### PDN straps and rails

Bar = 20 µm. Pins as bars on the die edge.
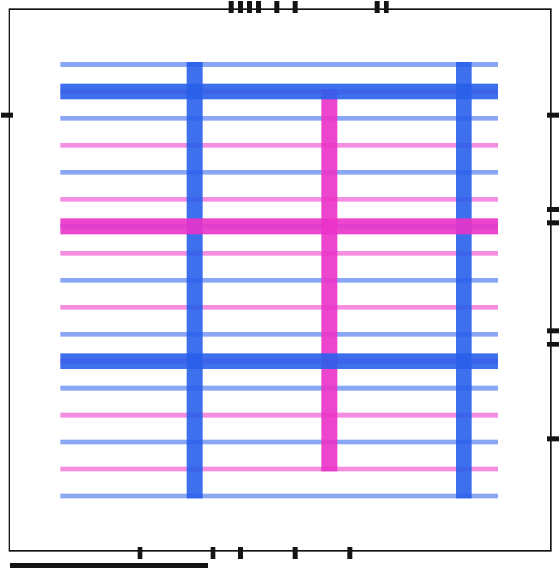
### Placed cells, one color a class

Bar = 20 µm.
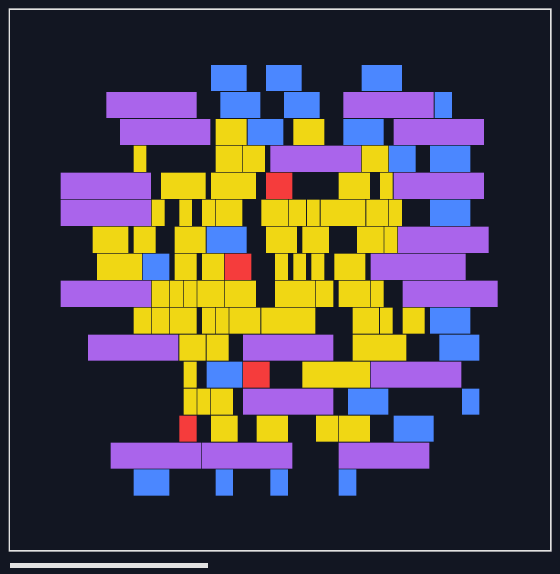
### Routed clock nets over the placement

Bar = 20 µm.
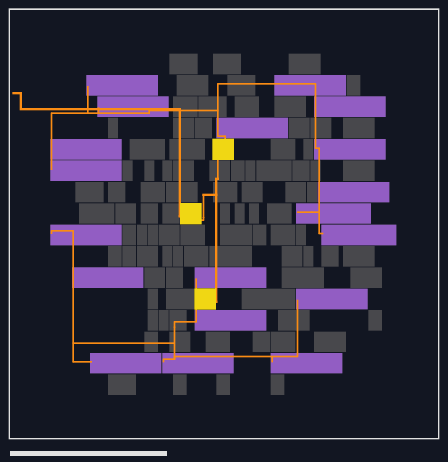
--- config.mk ---
export PLATFORM = sky130hd
export DESIGN_NAME = key_entry_sequencer_flat
export DESIGN_NICKNAME = d
export VERILOG_FILES = /design/src/rtl/lock_pkg.sv /design/src/rtl/key_entry_sequencer_if.sv /design/src/rtl/key_entry_sequencer_entry_timer.sv /design/src/rtl/key_entry_sequencer.sv /design/src/flat_wrapper.sv
export SDC_FILE = /design/constraint.sdc
export NUM_CORES = 1
export LEC_CHECK = 0
export CAP_MARGIN = 30
export CORE_MARGIN = 5
export CORE_UTILIZATION = 49
export CTS_CLUSTER_SIZE = 14
export DETAILED_ROUTE_END_ITERATION = 10
export GPL_ROUTABILITY_DRIVEN = 0
export GPL_TIMING_DRIVEN = 0
export PLACE_DENSITY = 0.77
export SYNTH_ARGS = -nofsm -noshare
export SYNTH_HDL_FRONTEND = slang
export SYNTH_SLANG_ARGS = --single-unit
--- constraint.sdc ---
create_clock -name clk -period 1.9 [get_ports clk]
set_clock_uncertainty 0.15 [all_clocks]
set_input_delay 0.285 -clock clk [delete_from_list [all_inputs] [get_ports clk]]
set_output_delay 0.285 -clock clk [all_outputs]
set_load 0.1 [all_outputs]
--- src/rtl/lock_pkg.sv ---
// Shared key codes, sequencer state encoding and key classification helper.
package lock_pkg;

   // Keypad codes delivered by the scanner/debouncer
   localparam logic [3:0] KEY_0    = 4'b0000;
   localparam logic [3:0] KEY_1    = 4'b0001;
   localparam logic [3:0] KEY_2    = 4'b0010;
   localparam logic [3:0] KEY_3    = 4'b0011;
   localparam logic [3:0] KEY_4    = 4'b0100;
   localparam logic [3:0] KEY_5    = 4'b0101;
   localparam logic [3:0] KEY_6    = 4'b0110;
   localparam logic [3:0] KEY_7    = 4'b0111;
   localparam logic [3:0] KEY_8    = 4'b1000;
   localparam logic [3:0] KEY_9    = 4'b1001;
   localparam logic [3:0] KEY_STAR = 4'b1010;
   localparam logic [3:0] KEY_HASH = 4'b1011;

   localparam int unsigned KEY_W = 4;

   // Entry sequencer states
   typedef enum logic [2:0] {
      ST_IDLE  = 3'd0,
      ST_DIGIT = 3'd1,
      ST_TERM  = 3'd2,
      ST_VALID = 3'd3,
      ST_FLUSH = 3'd4
   } state_e;

   // True for the numeric keys 0..9
   function automatic logic is_digit(input logic [3:0] code);
      return (code <= KEY_9);
   endfunction

endpackage

--- src/rtl/key_entry_sequencer_if.sv ---
// Keypad-side strobe inputs and decider-side RAM/valid outputs of the sequencer.
interface key_entry_sequencer_if #(
   parameter int unsigned ADDR_W = 4
);
   logic [3:0]        key_code;
   logic              key_stb;
   logic [3:0]        Code_1;
   logic              write_en;
   logic [ADDR_W-1:0] RAM_addr;
   logic              Valid_1;
   logic              busy;
   logic              entry_err;
   logic              key_drop;

   // Sequencer side
   modport master (
      input  key_code, key_stb,
      output Code_1, write_en, RAM_addr, Valid_1, busy, entry_err, key_drop
   );

   // Keypad / decider side
   modport slave (
      output key_code, key_stb,
      input  Code_1, write_en, RAM_addr, Valid_1, busy, entry_err, key_drop
   );
endinterface

--- src/rtl/key_entry_sequencer_entry_timer.sv ---
// Inter-key idle timer: counts while enabled, clears on request, flags the last count.
module entry_timer #(
   parameter int unsigned TIMEOUT_CYC = 50_000_000
) (
   input  logic clk,
   input  logic rst_n,
   input  logic en,
   input  logic clr,
   output logic expire_c
);
   localparam int unsigned TMO_W = (TIMEOUT_CYC > 2) ? $clog2(TIMEOUT_CYC) : 1;

   logic [TMO_W-1:0] tmr_q;
   logic [TMO_W-1:0] tmr_d;

   // Next count: clear wins over counting
   always_comb begin
      tmr_d = tmr_q;
      if (clr) begin
         tmr_d = '0;
      end else if (en) begin
         tmr_d = tmr_q + TMO_W'(1);
      end
   end

   // Counter register
   always_ff @(posedge clk or negedge rst_n) begin
      if (!rst_n) begin
         tmr_q <= '0;
      end else begin
         tmr_q <= tmr_d;
      end
   end

   assign expire_c = en && !clr && (tmr_q == TMO_W'(TIMEOUT_CYC - 1));

endmodule

--- src/rtl/key_entry_sequencer.sv ---
// Keypad entry sequencer: writes digits to decider RAM addresses 1..DIGITS,
// the terminator to address 0, then pulses Valid_1; malformed entries are
// scrubbed to zero. Optional inter-key timeout under `ENTRY_TIMEOUT_EN.
module key_entry_sequencer
   import lock_pkg::*;
#(
   parameter int unsigned DIGITS      = 4,
   parameter int unsigned ADDR_W      = 4,
   parameter logic [3:0]  P_KEY_HASH  = KEY_HASH,
   parameter logic [3:0]  P_KEY_STAR  = KEY_STAR,
   parameter int unsigned TIMEOUT_CYC = 50_000_000
) (
   input logic                   clk,
   input logic                   reset_n,
   key_entry_sequencer_if.master bus
);
   localparam int unsigned CNT_W = $clog2(DIGITS + 1);

   if (DIGITS < 1 || DIGITS > 14 || DIGITS >= (1 << ADDR_W) || TIMEOUT_CYC < 2) begin : g_param_chk
      $error("key_entry_sequencer: illegal DIGITS/ADDR_W/TIMEOUT_CYC");
   end

   state_e            state_q, state_d;
   logic [CNT_W-1:0]  cnt_q, cnt_d;
   logic [3:0]        code_q, code_d;
   logic              we_q, we_d;
   logic [ADDR_W-1:0] addr_q, addr_d;
   logic              valid_q, valid_d;
   logic              busy_q, busy_d;
   logic              err_q, err_d;
   logic              drop_q, drop_d;
   logic              go_flush_c;
   logic              tmr_clr_c;
   logic              tmr_expire_c;

`ifdef ENTRY_TIMEOUT_EN
   // Idle timer runs only while a partial code is held
   entry_timer #(
      .TIMEOUT_CYC (TIMEOUT_CYC)
   ) u_entry_timer (
      .clk      (clk),
      .rst_n    (reset_n),
      .en       (state_q == ST_DIGIT),
      .clr      (tmr_clr_c),
      .expire_c (tmr_expire_c)
   );
`else
   logic unused_tmr_clr;
   assign unused_tmr_clr = tmr_clr_c;
   assign tmr_expire_c   = 1'b0;
`endif

   // Next-state and next-output logic
   always_comb begin
      state_d    = state_q;
      cnt_d      = cnt_q;
      code_d     = code_q;
      we_d       = 1'b0;
      addr_d     = addr_q;
      valid_d    = 1'b0;
      err_d      = 1'b0;
      drop_d     = 1'b0;
      go_flush_c = 1'b0;
      tmr_clr_c  = 1'b0;

      unique case (state_q)
         ST_IDLE, ST_DIGIT: begin
            if (bus.key_stb) begin
               tmr_clr_c = 1'b1;
               if (is_digit(bus.key_code)) begin
                  if (cnt_q < CNT_W'(DIGITS)) begin
                     we_d    = 1'b1;
                     code_d  = bus.key_code;
                     addr_d  = ADDR_W'(cnt_q) + ADDR_W'(1);
                     cnt_d   = cnt_q + CNT_W'(1);
                     state_d = ST_DIGIT;
                  end else begin
                     go_flush_c = 1'b1;
                  end
               end else if ((bus.key_code == P_KEY_HASH &&
                             (cnt_q == CNT_W'(DIGITS) || cnt_q == '0)) ||
                            (bus.key_code == P_KEY_STAR && cnt_q == CNT_W'(DIGITS))) begin
                  we_d    = 1'b1;
                  code_d  = bus.key_code;
                  addr_d  = '0;
                  state_d = ST_TERM;
               end else begin
                  go_flush_c = 1'b1;
               end
            end else if (tmr_expire_c) begin
               go_flush_c = 1'b1;
            end
         end
         ST_TERM: begin
            drop_d  = bus.key_stb;
            valid_d = 1'b1;
            state_d = ST_VALID;
         end
         ST_VALID: begin
            drop_d  = bus.key_stb;
            cnt_d   = '0;
            state_d = ST_IDLE;
         end
         ST_FLUSH: begin
            drop_d = bus.key_stb;
            if (addr_q < ADDR_W'(DIGITS)) begin
               we_d   = 1'b1;
               code_d = '0;
               addr_d = addr_q + ADDR_W'(1);
            end else begin
               cnt_d   = '0;
               state_d = ST_IDLE;
            end
         end
         default: begin
            state_d = ST_IDLE;
            cnt_d   = '0;
         end
      endcase

      // Scrub starts with address 0 on the cycle entry_err is raised
      if (go_flush_c) begin
         state_d = ST_FLUSH;
         err_d   = 1'b1;
         we_d    = 1'b1;
         code_d  = '0;
         addr_d  = '0;
         cnt_d   = '0;
      end

      busy_d = (state_d == ST_TERM) || (state_d == ST_VALID) || (state_d == ST_FLUSH);
   end

   // State and output registers
   always_ff @(posedge clk or negedge reset_n) begin
      if (!reset_n) begin
         state_q <= ST_IDLE;
         cnt_q   <= '0;
         code_q  <= '0;
         we_q    <= 1'b0;
         addr_q  <= '0;
         valid_q <= 1'b0;
         busy_q  <= 1'b0;
         err_q   <= 1'b0;
         drop_q  <= 1'b0;
      end else begin
         state_q <= state_d;
         cnt_q   <= cnt_d;
         code_q  <= code_d;
         we_q    <= we_d;
         addr_q  <= addr_d;
         valid_q <= valid_d;
         busy_q  <= busy_d;
         err_q   <= err_d;
         drop_q  <= drop_d;
      end
   end

   assign bus.Code_1    = code_q;
   assign bus.write_en  = we_q;
   assign bus.RAM_addr  = addr_q;
   assign bus.Valid_1   = valid_q;
   assign bus.busy      = busy_q;
   assign bus.entry_err = err_q;
   assign bus.key_drop  = drop_q;

endmodule
--- src/flat_wrapper.sv ---
// flat-port wrapper written by rule: the top's interface ports become plain ports
module key_entry_sequencer_flat import lock_pkg::*;
#(
   parameter int unsigned DIGITS      = 4,
   parameter int unsigned ADDR_W      = 4,
   parameter logic [3:0]  P_KEY_HASH  = KEY_HASH,
   parameter logic [3:0]  P_KEY_STAR  = KEY_STAR,
   parameter int unsigned TIMEOUT_CYC = 50_000_000
)
  (clk, reset_n, bus_key_code, bus_key_stb, bus_Code_1, bus_write_en, bus_RAM_addr, bus_Valid_1, bus_busy, bus_entry_err, bus_key_drop);
  key_entry_sequencer_if #(.ADDR_W(ADDR_W)) bus_i ();
  input logic clk;
  input logic reset_n;
  input wire logic [$bits(bus_i.key_code)-1:0] bus_key_code;
  input wire logic [$bits(bus_i.key_stb)-1:0] bus_key_stb;
  output wire logic [$bits(bus_i.Code_1)-1:0] bus_Code_1;
  output wire logic [$bits(bus_i.write_en)-1:0] bus_write_en;
  output wire logic [$bits(bus_i.RAM_addr)-1:0] bus_RAM_addr;
  output wire logic [$bits(bus_i.Valid_1)-1:0] bus_Valid_1;
  output wire logic [$bits(bus_i.busy)-1:0] bus_busy;
  output wire logic [$bits(bus_i.entry_err)-1:0] bus_entry_err;
  output wire logic [$bits(bus_i.key_drop)-1:0] bus_key_drop;
  assign bus_i.key_code = bus_key_code;
  assign bus_i.key_stb = bus_key_stb;
  assign bus_Code_1 = bus_i.Code_1;
  assign bus_write_en = bus_i.write_en;
  assign bus_RAM_addr = bus_i.RAM_addr;
  assign bus_Valid_1 = bus_i.Valid_1;
  assign bus_busy = bus_i.busy;
  assign bus_entry_err = bus_i.entry_err;
  assign bus_key_drop = bus_i.key_drop;
  key_entry_sequencer #(.DIGITS(DIGITS), .ADDR_W(ADDR_W), .P_KEY_HASH(P_KEY_HASH), .P_KEY_STAR(P_KEY_STAR), .TIMEOUT_CYC(TIMEOUT_CYC)) u_core (.clk(clk), .reset_n(reset_n), .bus(bus_i));
endmodule
==> flow_summary.toml <==
# physical design summary
[critical_path]
arrival_ns = 1.77
slowest_delay_ns = 0.53
endpoint = "u_core.bus.RAM_addr[2]"
crit_chain = "clkdlybuf4s50_1 > o21a_1 > o22ai_1 > nor2_1 > o32ai_1"
timing.rr.end = "u_core.bus.RAM_addr[2]"
crit_family = "AND-OR/OR-AND gates"
end_kind = "flip-flop"
regToRegSetupSlack_ns = 0.18

[timing]
setup_viol = 0

[synth]
top_area_share_pct = 49.1
top_area_cell = "dfrtp_1"
aoi_share_pct = 22.1
mux_share_pct = 2.20

[final_layout]
ff_count = 19
nClkBuffers = 3

[worst_hold_path]
hp-class = "in2async"

[placed_design]
numPortBuffers = 19

[run_status]
status = "completed"

[global_route]
grt_max_degree = 20
## Picture notes: 'PDN straps and rails'
- magenta: VDD
- blue: VSS
- met4 straps: 3
- met5 straps: 3

## Picture notes: 'Placed cells, one color a class'
- yellow: remaining logic cells (cells 65)
- purple: registers (cells 19)
- blue: remaining buffers and delay cells (cells 23)
- red: clock drivers and dummy loads (cells 4)
core area: 1920 µm²
fin area: 1210 µm²
sequential share of cell area: 39.6%
Final Util: 62.8%

## Picture notes: 'Routed clock nets over the placement'
- orange: clock wires (length 217 µm)
- yellow: clock-net drivers (count 3)
- purple: flip-flops (count 19)
- flops lie: all over the die

